--- config.mk ---
export PLATFORM = sky130hd
export DESIGN_NAME = sakebi_rmii_tx
export DESIGN_NICKNAME = d
export VERILOG_FILES = /design/src/rtl/sakebi_pkg.sv /design/src/rtl/sakebi_crc32_d2.sv /design/src/rtl/sakebi_rmii_tx.sv
export SDC_FILE = /design/constraint.sdc
export NUM_CORES = 1
export LEC_CHECK = 0
export CELL_PAD_IN_SITES_DETAIL_PLACEMENT = 2
export CELL_PAD_IN_SITES_GLOBAL_PLACEMENT = 2
export CORE_ASPECT_RATIO = 0.8
export CORE_MARGIN = 2
export CORE_UTILIZATION = 36
export DETAILED_ROUTE_END_ITERATION = 16
export GPL_TIMING_DRIVEN = 0
export PLACE_DENSITY_LB_ADDON = 0.1
export SLEW_MARGIN = 20
export SYNTH_ARGS = -nofsm -noshare
export SYNTH_HDL_FRONTEND = slang
export SYNTH_SLANG_ARGS = --single-unit
--- constraint.sdc ---
create_clock -name i_axis_ACLK -period 2.54 [get_ports i_axis_ACLK]
set_input_delay 0.508 -clock i_axis_ACLK [delete_from_list [all_inputs] [get_ports i_axis_ACLK]]
set_output_delay 0.508 -clock i_axis_ACLK [all_outputs]
set_load 0.03 [all_outputs]
--- src/rtl/sakebi_pkg.sv ---
// Shared definitions for the sakebi RMII transmit/receive pair: FSM states,
// framing dibits and the CRC-32 constants used for the Ethernet FCS.
package sakebi_pkg;

    typedef enum logic [2:0] {
        S_IDLE,
        S_PREAMBLE,
        S_DATA,
        S_FCS,
        S_IFG
    } sakebi_state_t;

    localparam logic [1:0]  SAKEBI_PREAMBLE_DIBIT = 2'b01;
    localparam logic [1:0]  SAKEBI_SFD_DIBIT      = 2'b11;
    localparam logic [31:0] SAKEBI_CRC32_POLY     = 32'hEDB88320;
    localparam logic [31:0] SAKEBI_CRC32_INIT     = 32'hFFFFFFFF;

    // Reflected CRC-32 advanced by one dibit, bit 0 goes out on the wire first.
    function automatic logic [31:0] sakebi_crc32_dibit(input logic [31:0] crc_in,
                                                       input logic [1:0]  dibit);
        logic [31:0] c;
        c = crc_in;
        for (int i = 0; i < 2; i++) begin
            if (c[0] ^ dibit[i])
                c = (c >> 1) ^ SAKEBI_CRC32_POLY;
            else
                c = c >> 1;
        end
        return c;
    endfunction

endpackage

--- src/rtl/sakebi_crc32_d2.sv ---
// Dibit-serial CRC-32 for the Ethernet FCS. The crc output already folds in
// the dibit presented this cycle when enable is high (look-ahead value).
module sakebi_crc32_d2 (
    input  logic        clk,
    input  logic        rst_n,
    input  logic        clear,
    input  logic        enable,
    input  logic [1:0]  dibit,
    output logic [31:0] crc
);
    import sakebi_pkg::*;

    logic [31:0] crc_q;

    always_comb begin
        crc = crc_q;
        if (enable)
            crc = sakebi_crc32_dibit(crc_q, dibit);
    end

    always_ff @(posedge clk or negedge rst_n) begin
        if (!rst_n)
            crc_q <= SAKEBI_CRC32_INIT;
        else if (clear)
            crc_q <= SAKEBI_CRC32_INIT;
        else
            crc_q <= crc;
    end

endmodule

--- src/rtl/sakebi_rmii_tx.sv ---
// AXI4-Stream byte stream to 100 Mb/s RMII transmitter (preamble, SFD, payload, IFG).
// Define SAKEBI_RMII_TX_FCS_EN to append a CRC-32 FCS after the payload.
module sakebi_rmii_tx #(
    parameter int IFG_DIBITS      = 48,
    parameter int PREAMBLE_DIBITS = 31
) (
    input  logic       i_axis_ACLK,
    input  logic       i_axis_ARESETn,
    input  logic       i_axis_TVALID,
    output logic       o_axis_TREADY,
    input  logic [7:0] i_axis_TDATA,
    input  logic       i_axis_TLAST,
    output logic       o_rmii_TX_EN,
    output logic [1:0] o_rmii_TXD,
    output logic       o_tx_busy,
    output logic       o_tx_underrun
);
    import sakebi_pkg::*;

    localparam int CNT_W = 8;
    localparam logic [CNT_W-1:0] PRE_LAST   = CNT_W'(PREAMBLE_DIBITS - 1);
    localparam logic [CNT_W-1:0] SFD_IDX    = CNT_W'(PREAMBLE_DIBITS);
    localparam logic [CNT_W-1:0] DIBIT_LAST = CNT_W'(3);
    // The single IDLE cycle also counts toward the gap on the wire.
    localparam logic [CNT_W-1:0] IFG_LAST   = CNT_W'(IFG_DIBITS - 2);

    sakebi_state_t    state, state_n;
    logic [CNT_W-1:0] cnt, cnt_n;
    logic [29:0]      shreg, shreg_n;
    logic             last_byte, last_n;
    logic             tx_en, tx_en_n;
    logic [1:0]       txd, txd_n;
    logic             underrun, underrun_n;
    logic             busy;
    logic             tready;

`ifdef SAKEBI_RMII_TX_FCS_EN
    localparam logic [CNT_W-1:0] FCS_LAST = CNT_W'(15);

    logic [31:0] crc_word;
    logic [31:0] fcs_word;

    // The dibit on the wire is the one folded into the CRC.
    sakebi_crc32_d2 u_crc (
        .clk    (i_axis_ACLK),
        .rst_n  (i_axis_ARESETn),
        .clear  (state == S_PREAMBLE),
        .enable (state == S_DATA),
        .dibit  (txd),
        .crc    (crc_word)
    );

    assign fcs_word = ~crc_word;
`endif

    always_comb begin
        tready = 1'b0;
        if (state == S_PREAMBLE && cnt == SFD_IDX)
            tready = 1'b1;
        if (state == S_DATA && cnt == DIBIT_LAST && !last_byte)
            tready = 1'b1;
    end

    always_comb begin
        state_n    = state;
        cnt_n      = cnt;
        shreg_n    = shreg;
        last_n     = last_byte;
        tx_en_n    = tx_en;
        txd_n      = txd;
        underrun_n = 1'b0;

        case (state)
            S_IDLE: begin
                tx_en_n = 1'b0;
                txd_n   = 2'b00;
                if (i_axis_TVALID) begin
                    state_n = S_PREAMBLE;
                    cnt_n   = '0;
                    tx_en_n = 1'b1;
                    txd_n   = SAKEBI_PREAMBLE_DIBIT;
                end
            end
            S_PREAMBLE: begin
                if (cnt != SFD_IDX) begin
                    cnt_n = cnt + 1'b1;
                    txd_n = (cnt == PRE_LAST) ? SAKEBI_SFD_DIBIT : SAKEBI_PREAMBLE_DIBIT;
                end
            end
            S_DATA: begin
                if (cnt != DIBIT_LAST) begin
                    cnt_n   = cnt + 1'b1;
                    txd_n   = shreg[1:0];
                    shreg_n = shreg >> 2;
                end else if (last_byte) begin
`ifdef SAKEBI_RMII_TX_FCS_EN
                    state_n = S_FCS;
                    cnt_n   = '0;
                    txd_n   = fcs_word[1:0];
                    shreg_n = fcs_word[31:2];
`else
                    state_n = S_IFG;
                    cnt_n   = '0;
                    tx_en_n = 1'b0;
                    txd_n   = 2'b00;
`endif
                end
            end
`ifdef SAKEBI_RMII_TX_FCS_EN
            S_FCS: begin
                if (cnt == FCS_LAST) begin
                    state_n = S_IFG;
                    cnt_n   = '0;
                    tx_en_n = 1'b0;
                    txd_n   = 2'b00;
                end else begin
                    cnt_n   = cnt + 1'b1;
                    txd_n   = shreg[1:0];
                    shreg_n = shreg >> 2;
                end
            end
`endif
            S_IFG: begin
                if (cnt == IFG_LAST) begin
                    state_n = S_IDLE;
                    cnt_n   = '0;
                end else begin
                    cnt_n = cnt + 1'b1;
                end
            end
            default: begin
                state_n = S_IDLE;
                cnt_n   = '0;
                tx_en_n = 1'b0;
                txd_n   = 2'b00;
            end
        endcase

        // Byte handoff: either the next byte's first dibit follows seamlessly,
        // or the frame is cut short and the PHY sees TX_EN drop.
        if (tready) begin
            if (i_axis_TVALID) begin
                state_n = S_DATA;
                cnt_n   = '0;
                txd_n   = i_axis_TDATA[1:0];
                shreg_n = {22'd0, i_axis_TDATA[7:2]};
                last_n  = i_axis_TLAST;
            end else begin
                state_n    = S_IFG;
                cnt_n      = '0;
                tx_en_n    = 1'b0;
                txd_n      = 2'b00;
                underrun_n = 1'b1;
            end
        end
    end

    always_ff @(posedge i_axis_ACLK or negedge i_axis_ARESETn) begin
        if (!i_axis_ARESETn) begin
            state     <= S_IDLE;
            cnt       <= '0;
            shreg     <= '0;
            last_byte <= 1'b0;
            tx_en     <= 1'b0;
            txd       <= 2'b00;
            underrun  <= 1'b0;
            busy      <= 1'b0;
        end else begin
            state     <= state_n;
            cnt       <= cnt_n;
            shreg     <= shreg_n;
            last_byte <= last_n;
            tx_en     <= tx_en_n;
            txd       <= txd_n;
            underrun  <= underrun_n;
            busy      <= (state_n != S_IDLE);
        end
    end

    assign o_axis_TREADY = tready;
    assign o_rmii_TX_EN  = tx_en;
    assign o_rmii_TXD    = txd;
    assign o_tx_busy     = busy;
    assign o_tx_underrun = underrun;

endmodule
==> images/clk_routes.png <==
Scale: 4 px per um.
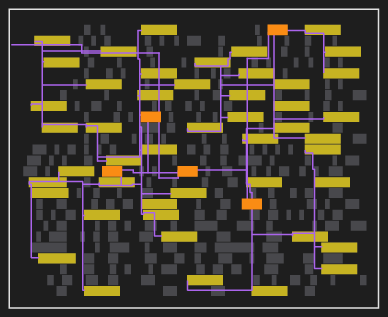
[clock wires] purple | length: 696 um
[clock drivers] orange | count: 5
[flip-flops] yellow | count: 47
flops lie	all over the die
routed clock nets	6

==> images/clocks.png <==
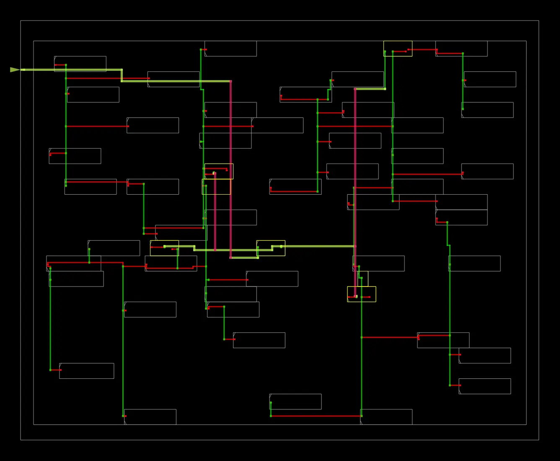
clock buffer count: 6
insertion delay to the later sink of the worst-skew pair: 0.31 ns

==> results.cfg <==
; synthesis and place-and-route metrics
[yosys]
post_synth_most_frequent_cells = nand2_1 (65), dfrtp_1 (47), a21oi_1 (25)
synth.largest_area_cell = dfrtp_1
synthArstFlopShare_pct = 100
yosysWarnings = 0
netlist_logic_family_top = simple AND/OR/NAND/NOR gates
yosys-top-cells-area = dfrtp_1 (53%), nand2_1 (11%), a21oi_1 (5.6%), nor2_1 (2.2%), o21ai_0 (2.0%)
synth_seq_share_pct = 52.8
yosys-stat-cells = 237
post_synth_ao_oa_area_fraction_pct = 18.0
synthCells = 237
post_synth_instance_area_um2 = 2230
flop_cell = dfrtp_1
top_cell_area_share_pct = 52.8
synth_area_per_cell_um2 = 9.39
synth-edff-count = 0

[sta]
report.final.slew_viol_count = 0
timing.final.crit_period_ns = 2.53
fin_tns_setup_ns = 0
fin_worst_skew_ns = 0.00374
max_slew_margin_pct = 58.1

[die]
initCoreUtil_pct = 37.5
core_region_area_um2 = 5940
n_taps = 81

[global_route]
pin_count_of_the_biggest_net_entering_global_routing = 48
global_route.usage.total_pct = 19.0
groute.layer.met1.usage_pct = 24.6
grt_first_pass_wirelength_mm = 9.86
antenna_found_initial = 0
via_count_of_the_first_global_routing_pass = 1957
busiest_layer = met2

[routing]
drt_first_pass_iters = 4
avgViaCountPerCell = 5.28
residual_antenna_violating_net_count_after_detailed_routing = 0
routed-wl-met2_mm = 2.97
wire_per_inst_um = 17.6
via_count = 1857
met1Wirelength_mm = 2.99

[setup_path]
cp_num_buf_inv = 2
critical-path-top-delay-family = simple AND/OR/NAND/NOR gates
worst_reg2reg_path_startpoint = cnt[1]
crit_path_top_delay_cell = or4b_4
setup.reg_to_reg.worst_slack_ns = 0.10
r2r-end = shreg[4]
worstPathRequired_ns = 2.03
crit_path_start_kind = flip-flop
timing.critical_path.from = cnt[1]
reg2reg_depth = 9
crit_type = reg -> out
crit_fanout = 4
worst-endpoint-arrival_ns = 2.02
endpoint = o_axis_TREADY

[pwr]
power.combinational.total_uw = 781
pg_seq_mw = 1.20
sw_frac_of_total_pct = 34.7
p_total_mw = 2.45
sequentialPowerShare_pct = 48.9
switching_power_uw = 852
ir_worst_vdd_mv = 0.477
maxPowerGroup = sequential cells

[finish]
flop_area_um2 = 1180
flip_flop_count_of_the_largest_register_all_copies_and_words_added = 30
final_cell_count_no_fill = 352
antenna_cells_inserted = 0
mi_logic_area_um2 = 963
post_route_cells_drive_above_1_share_pct = 18.5
seq_share_pct = 44.0
area_grow_syn2layout_pct = 20.5
buf_share_pct = 12.3
top_area_cell_class = sequential cells
reg_top3 = shreg (30), cnt (8), state (3)
finish.utilization_pct = 45.1

[placed_design]
place.detailed.hpwl_mm = 4.15
gp_congestion = 0.733
total_cell_area_at_the_placement_stage_um2 = 2510

[flow_run]
drv.max_cap_violation_count = 0

[clocking]
cts_hold_buffers_added = 0
tritoncts_num_sinks = 47
clk_path_buf_depth = 2
clkTransAtPathRegs_ns = 0.09
post_cts.resized_instances = 12

[status]
status = finished, final reports clean
==> images/cell_density.png <==
Scale: 4 px per um. The die is cut into 9 by 7 equal tiles; white is low, dark blue is high, 0 to 100% covered.
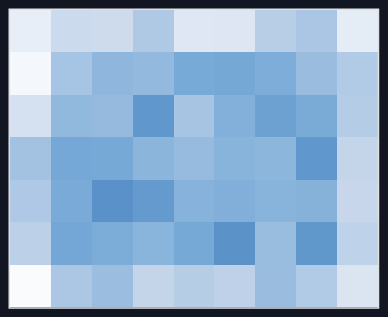
mean over tiles	38%
emptiest ninth of the die	upper left
fullest tile	60%

